--- src/rtl/sample_mixer_pkg.sv ---
// Shared types and helpers for the N-channel sample mixer.
package sample_mixer_pkg;

  typedef enum logic [1:0] {
    IDLE  = 2'd0,
    ACCUM = 2'd1,
    OUT   = 2'd2
  } state_t;

  // Accumulator width large enough that summing all channels cannot overflow.
  function automatic int unsigned acc_width(input int unsigned width, input int unsigned num_ch);
    return width + $clog2(num_ch) + 32'd1;
  endfunction

  function automatic int unsigned fade_max(input int unsigned fade_log2);
    return 32'd1 << fade_log2;
  endfunction

  // Clamp a sign-extended value to the signed range of a width-bit sample.
  function automatic logic signed [31:0] saturate(input logic signed [31:0] x,
                                                  input int unsigned width);
    logic signed [31:0] hi;
    logic signed [31:0] lo;
    hi = (32'sd1 <<< (width - 32'd1)) - 32'sd1;
    lo = -(32'sd1 <<< (width - 32'd1));
    if (x > hi) return hi;
    if (x < lo) return lo;
    return x;
  endfunction

endpackage

--- src/rtl/sample_mixer_channel.sv ---
// One mixer channel: latest-sample hold, per-tick snapshot and fade-gain ramp.
module mixer_channel
  import sample_mixer_pkg::*;
#(
  parameter int unsigned WIDTH     = 16,
  parameter int unsigned FADE_LOG2 = 4
) (
  input  logic                 clk,
  input  logic                 reset,
  input  logic [WIDTH-1:0]     sample,
  input  logic                 ready,
  input  logic                 enable,
  input  logic                 tick_accept,
  output logic [WIDTH-1:0]     snap,
  output logic [FADE_LOG2:0]   gsnap,
  output logic [FADE_LOG2:0]   gain
);

  localparam int unsigned GAIN_W = FADE_LOG2 + 1;
  localparam logic [GAIN_W-1:0] GAIN_MAX = GAIN_W'(fade_max(FADE_LOG2));

  logic [WIDTH-1:0] hold;

  always_ff @(posedge clk or posedge reset) begin
    if (reset) begin
      hold  <= '0;
      snap  <= '0;
      gsnap <= '0;
      gain  <= '0;
    end else begin
      if (ready) hold <= sample;
      // Snapshot uses the pre-update gain, so the ramp lags the tick by one.
      if (tick_accept) begin
        snap  <= hold;
        gsnap <= gain;
        if (enable && (gain != GAIN_MAX))
          gain <= gain + GAIN_W'(1);
        else if (!enable && (gain != '0))
          gain <= gain - GAIN_W'(1);
      end
    end
  end

endmodule

--- src/rtl/sample_mixer.sv ---
// N-channel faded sample mixer: one channel accumulated per cycle, saturated on output.
module sample_mixer
  import sample_mixer_pkg::*;
#(
  parameter int unsigned NUM_CH    = 4,
  parameter int unsigned WIDTH     = 16,
  parameter int unsigned FADE_LOG2 = 4,
  parameter int unsigned ATT_W     = 3
) (
  input  logic                      clk,
  input  logic                      reset,
  input  logic                      generate_next_sample,
  input  logic [NUM_CH*WIDTH-1:0]   ch_sample,
  input  logic [NUM_CH-1:0]         ch_ready,
  input  logic [NUM_CH-1:0]         ch_enable,
  input  logic [NUM_CH*ATT_W-1:0]   ch_atten,
  output logic [WIDTH-1:0]          sample_out,
  output logic                      sample_ready,
  output logic                      busy,
  output logic                      active,
  output logic                      overrun
);

  localparam int unsigned ACC_W  = acc_width(WIDTH, NUM_CH);
  localparam int unsigned GAIN_W = FADE_LOG2 + 1;
  localparam int unsigned PROD_W = WIDTH + GAIN_W + 1;
  localparam int unsigned IDX_W  = $clog2(NUM_CH);
  localparam logic [IDX_W-1:0] LAST_IDX = IDX_W'(NUM_CH - 1);

  state_t                   state;
  logic [IDX_W-1:0]         ch_idx;
  logic signed [ACC_W-1:0]  acc;

  logic [WIDTH-1:0]         snap  [NUM_CH];
  logic [GAIN_W-1:0]        gsnap [NUM_CH];
  logic [GAIN_W-1:0]        gain  [NUM_CH];
  logic [ATT_W-1:0]         atten [NUM_CH];
  logic [NUM_CH-1:0]        gain_nz;

  logic                     tick_accept_c;
  logic signed [PROD_W-1:0] snap_ext_c;
  logic signed [PROD_W-1:0] gain_ext_c;
  logic signed [PROD_W-1:0] prod_c;
  logic signed [PROD_W-1:0] term_c;
  logic signed [ACC_W-1:0]  sum_c;
  logic [WIDTH-1:0]         sat_c;

  assign tick_accept_c = generate_next_sample && (state != ACCUM);

  for (genvar i = 0; i < NUM_CH; i++) begin : g_ch
    mixer_channel #(
      .WIDTH     (WIDTH),
      .FADE_LOG2 (FADE_LOG2)
    ) u_ch (
      .clk         (clk),
      .reset       (reset),
      .sample      (ch_sample[i*WIDTH +: WIDTH]),
      .ready       (ch_ready[i]),
      .enable      (ch_enable[i]),
      .tick_accept (tick_accept_c),
      .snap        (snap[i]),
      .gsnap       (gsnap[i]),
      .gain        (gain[i])
    );
    assign atten[i]   = ch_atten[i*ATT_W +: ATT_W];
    assign gain_nz[i] = |gain[i];
  end

  // Faded, attenuated contribution of the channel selected this cycle.
  always_comb begin
    snap_ext_c = PROD_W'($signed(snap[ch_idx]));
    gain_ext_c = $signed(PROD_W'(gsnap[ch_idx]));
    prod_c     = snap_ext_c * gain_ext_c;
    term_c     = (prod_c >>> FADE_LOG2) >>> atten[ch_idx];
    sum_c      = acc + ACC_W'(term_c);
    sat_c      = WIDTH'(saturate(32'(acc), WIDTH));
  end

  always_ff @(posedge clk or posedge reset) begin
    if (reset) begin
      state        <= IDLE;
      ch_idx       <= '0;
      acc          <= '0;
      sample_out   <= '0;
      sample_ready <= 1'b0;
      busy         <= 1'b0;
      active       <= 1'b0;
      overrun      <= 1'b0;
    end else begin
      sample_ready <= 1'b0;
      overrun      <= 1'b0;
      active       <= |gain_nz;
      case (state)
        IDLE: begin
          if (tick_accept_c) begin
            acc    <= '0;
            ch_idx <= '0;
            busy   <= 1'b1;
            state  <= ACCUM;
          end
        end
        ACCUM: begin
          acc     <= sum_c;
          overrun <= generate_next_sample;
          if (ch_idx == LAST_IDX) begin
            state <= OUT;
          end else begin
            ch_idx <= ch_idx + IDX_W'(1);
          end
        end
        OUT: begin
          sample_out   <= sat_c;
          sample_ready <= 1'b1;
          // A tick landing here starts the next mix without a gap.
          if (tick_accept_c) begin
            acc    <= '0;
            ch_idx <= '0;
            busy   <= 1'b1;
            state  <= ACCUM;
          end else begin
            busy  <= 1'b0;
            state <= IDLE;
          end
        end
        default: begin
          busy  <= 1'b0;
          state <= IDLE;
        end
      endcase
    end
  end

endmodule
--- config.mk ---
export PLATFORM = sky130hd
export DESIGN_NAME = sample_mixer
export DESIGN_NICKNAME = d
export VERILOG_FILES = /design/src/rtl/sample_mixer_pkg.sv /design/src/rtl/sample_mixer_channel.sv /design/src/rtl/sample_mixer.sv
export SDC_FILE = /design/constraint.sdc
export NUM_CORES = 1
export LEC_CHECK = 0
export CAP_MARGIN = 10
export CORE_MARGIN = 2
export CORE_UTILIZATION = 30
export DETAILED_ROUTE_END_ITERATION = 10
export GPL_TIMING_DRIVEN = 0
export PLACE_DENSITY = 0.44
export SLEW_MARGIN = 30
export SYNTH_ARGS = -nofsm -noshare
export SYNTH_HDL_FRONTEND = slang
export SYNTH_SLANG_ARGS = --single-unit
--- constraint.sdc ---
create_clock -name clk -period 12.05 [get_ports clk]
set_input_delay 1.205 -clock clk [delete_from_list [all_inputs] [get_ports clk]]
set_output_delay 1.205 -clock clk [all_outputs]
set_load 0.01 [all_outputs]
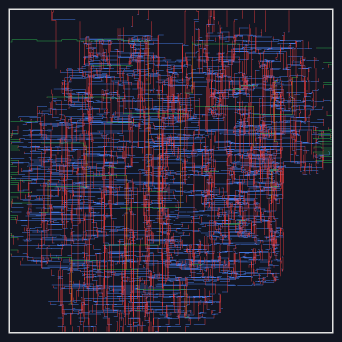
**Above:** signal wires by layer.
(1.5 px per um)
[met4] orange | wire length: 582 um
[met1] blue | wire length: 16200 um
[met2] red | wire length: 15300 um
[met3] green | wire length: 1040 um

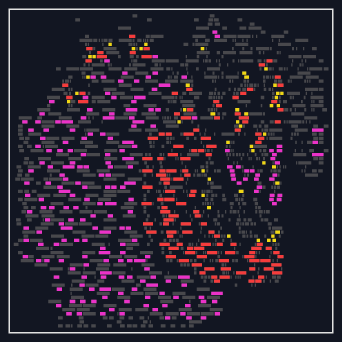
**Above:** selected gate families.
(1.5 px per um)
[AND-OR and OR-AND gates] yellow | cells: 45
[multiplexers] magenta | cells: 205
[adder and majority cells] red | cells: 124

==> metrics.cfg <==
[synth]
top_area_cell = dfrtp_1
synthDistinctLibCells = 56
ys_area_mm2 = 0.01332
top_cell_area_share = 0.3963
yosys.stat.seqShare = 0.3963
ys_ff = 211
syn-num-nets = 1402

[floorplan]
dieWidth_um = 214.7

[setup_path]
start_kind = flop
crit_path_end_kind = flop
cp_slowest_cell = buf_1
worstPathArrival_ps = 9420
path_delay_family = AND-OR/OR-AND gates

[grt]
grt_max_degree = 85
use_met3 = 0.02123
met2_usage = 0.2380
grt_pass1_wl_um = 54170

[route]
wl_met3_um = 1039
vias = 9010
wl_met2_um = 15270
routedWlPerCell_um = 17.10
drtPass1Iterations = 4
ant_nets = 0

[finish]
drive_above_1_share = 0.1746
diodes = 0
design_area_mm2 = 0.01593
instances_no_fill = 1932
nets = 1533

[final_timing]
fin_crit_sh = 0.7466
rsz0062_at_grt = false

[outcome]
outcome = finished clean

[clock_tree]
cts_resized = 0
cts_tree = built

[hold_path]
min_path_type = flop to flop

[job]
maxCapViolations = 0

[placement]
io_buffer_count = 102

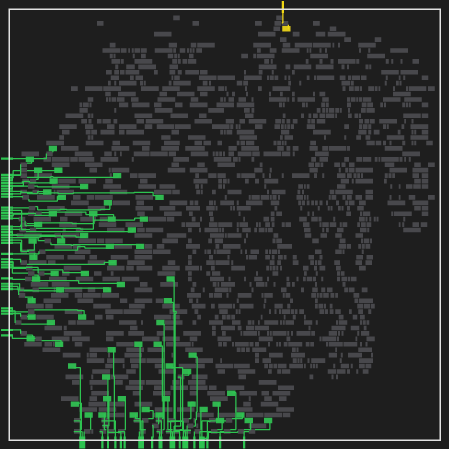
**Above:** wires at chosen ports, followed through buffers.
(2 px per um)
[reset] yellow | bits: 1 | direction: input | edge: top | end cells: 1 | buffers: 1 | wire: 8.80 um
[ch_sample] green | bits: 64 | direction: input | edge: 36 left, 28 bottom | end cells: 64 | buffers: 64 | wire: 2150 um

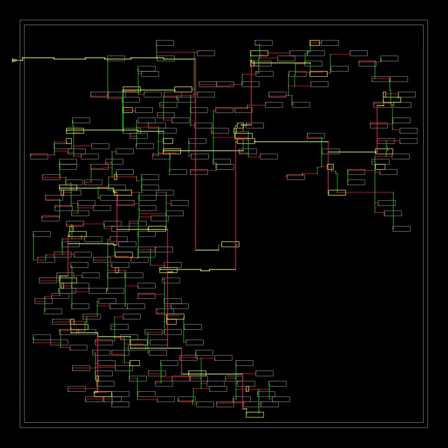
**Above:** clock routing.
Layout Skew: 14.28 ps

==> state kept, by name, summed over array words and instances, names as in the netlist <==
signal           count
sample_out          16
sample_ready         1
g_ch.u_ch.hold      64
g_ch.u_ch.gsnap     20
state                2
ch_idx               2
acc                 19
g_ch.u_ch.gain      20
busy                 1
overrun              1
active               1
g_ch.u_ch.snap      64
==> cells by family after synthesis <==
logic type,after synthesis,synth area share
adders and majority gates,124,0.1469
xor gates and xnor gates,54,0.03550
and+or+nand+nor,252,0.09748
AOI/OAI and AO/OA,192,0.08931
DFF,211,0.3963
buffers and inverters,153,0.04386
muxes,205,0.1906
==> final cells by class <==
| cell class | count | area [um^2] |
|---|---|---|
| Clock buffer | 38 | 734.5 |
| Inverter | 103 | 394.1 |
| Clock inverter | 7 | 45.04 |
| Fill cell | 4449 | 28100 |
| Multi-Input combinational cell | 827 | 7458 |
| Tap cell | 592 | 740.7 |
| Timing Repair Buffer | 104 | 1076 |
| Buffer | 50 | 198.9 |
| Sequential cell | 211 | 5280 |
==> final timing paths <==
path,start,slack (ps),depth (start not counted),end
min in group asynchronous,reset,1170,2,sample_out[13]
worst max-delay path,ch_idx[0],3050,30,acc[17]
worst min register to register,sample_out[7],460,2,sample_out[7]
max in group asynchronous,reset,9760,4,g_ch[0].u_ch.hold[15]
worst max register to register,ch_idx[0],3050,30,acc[17]
worst min-delay path,sample_out[7],460,2,sample_out[7]
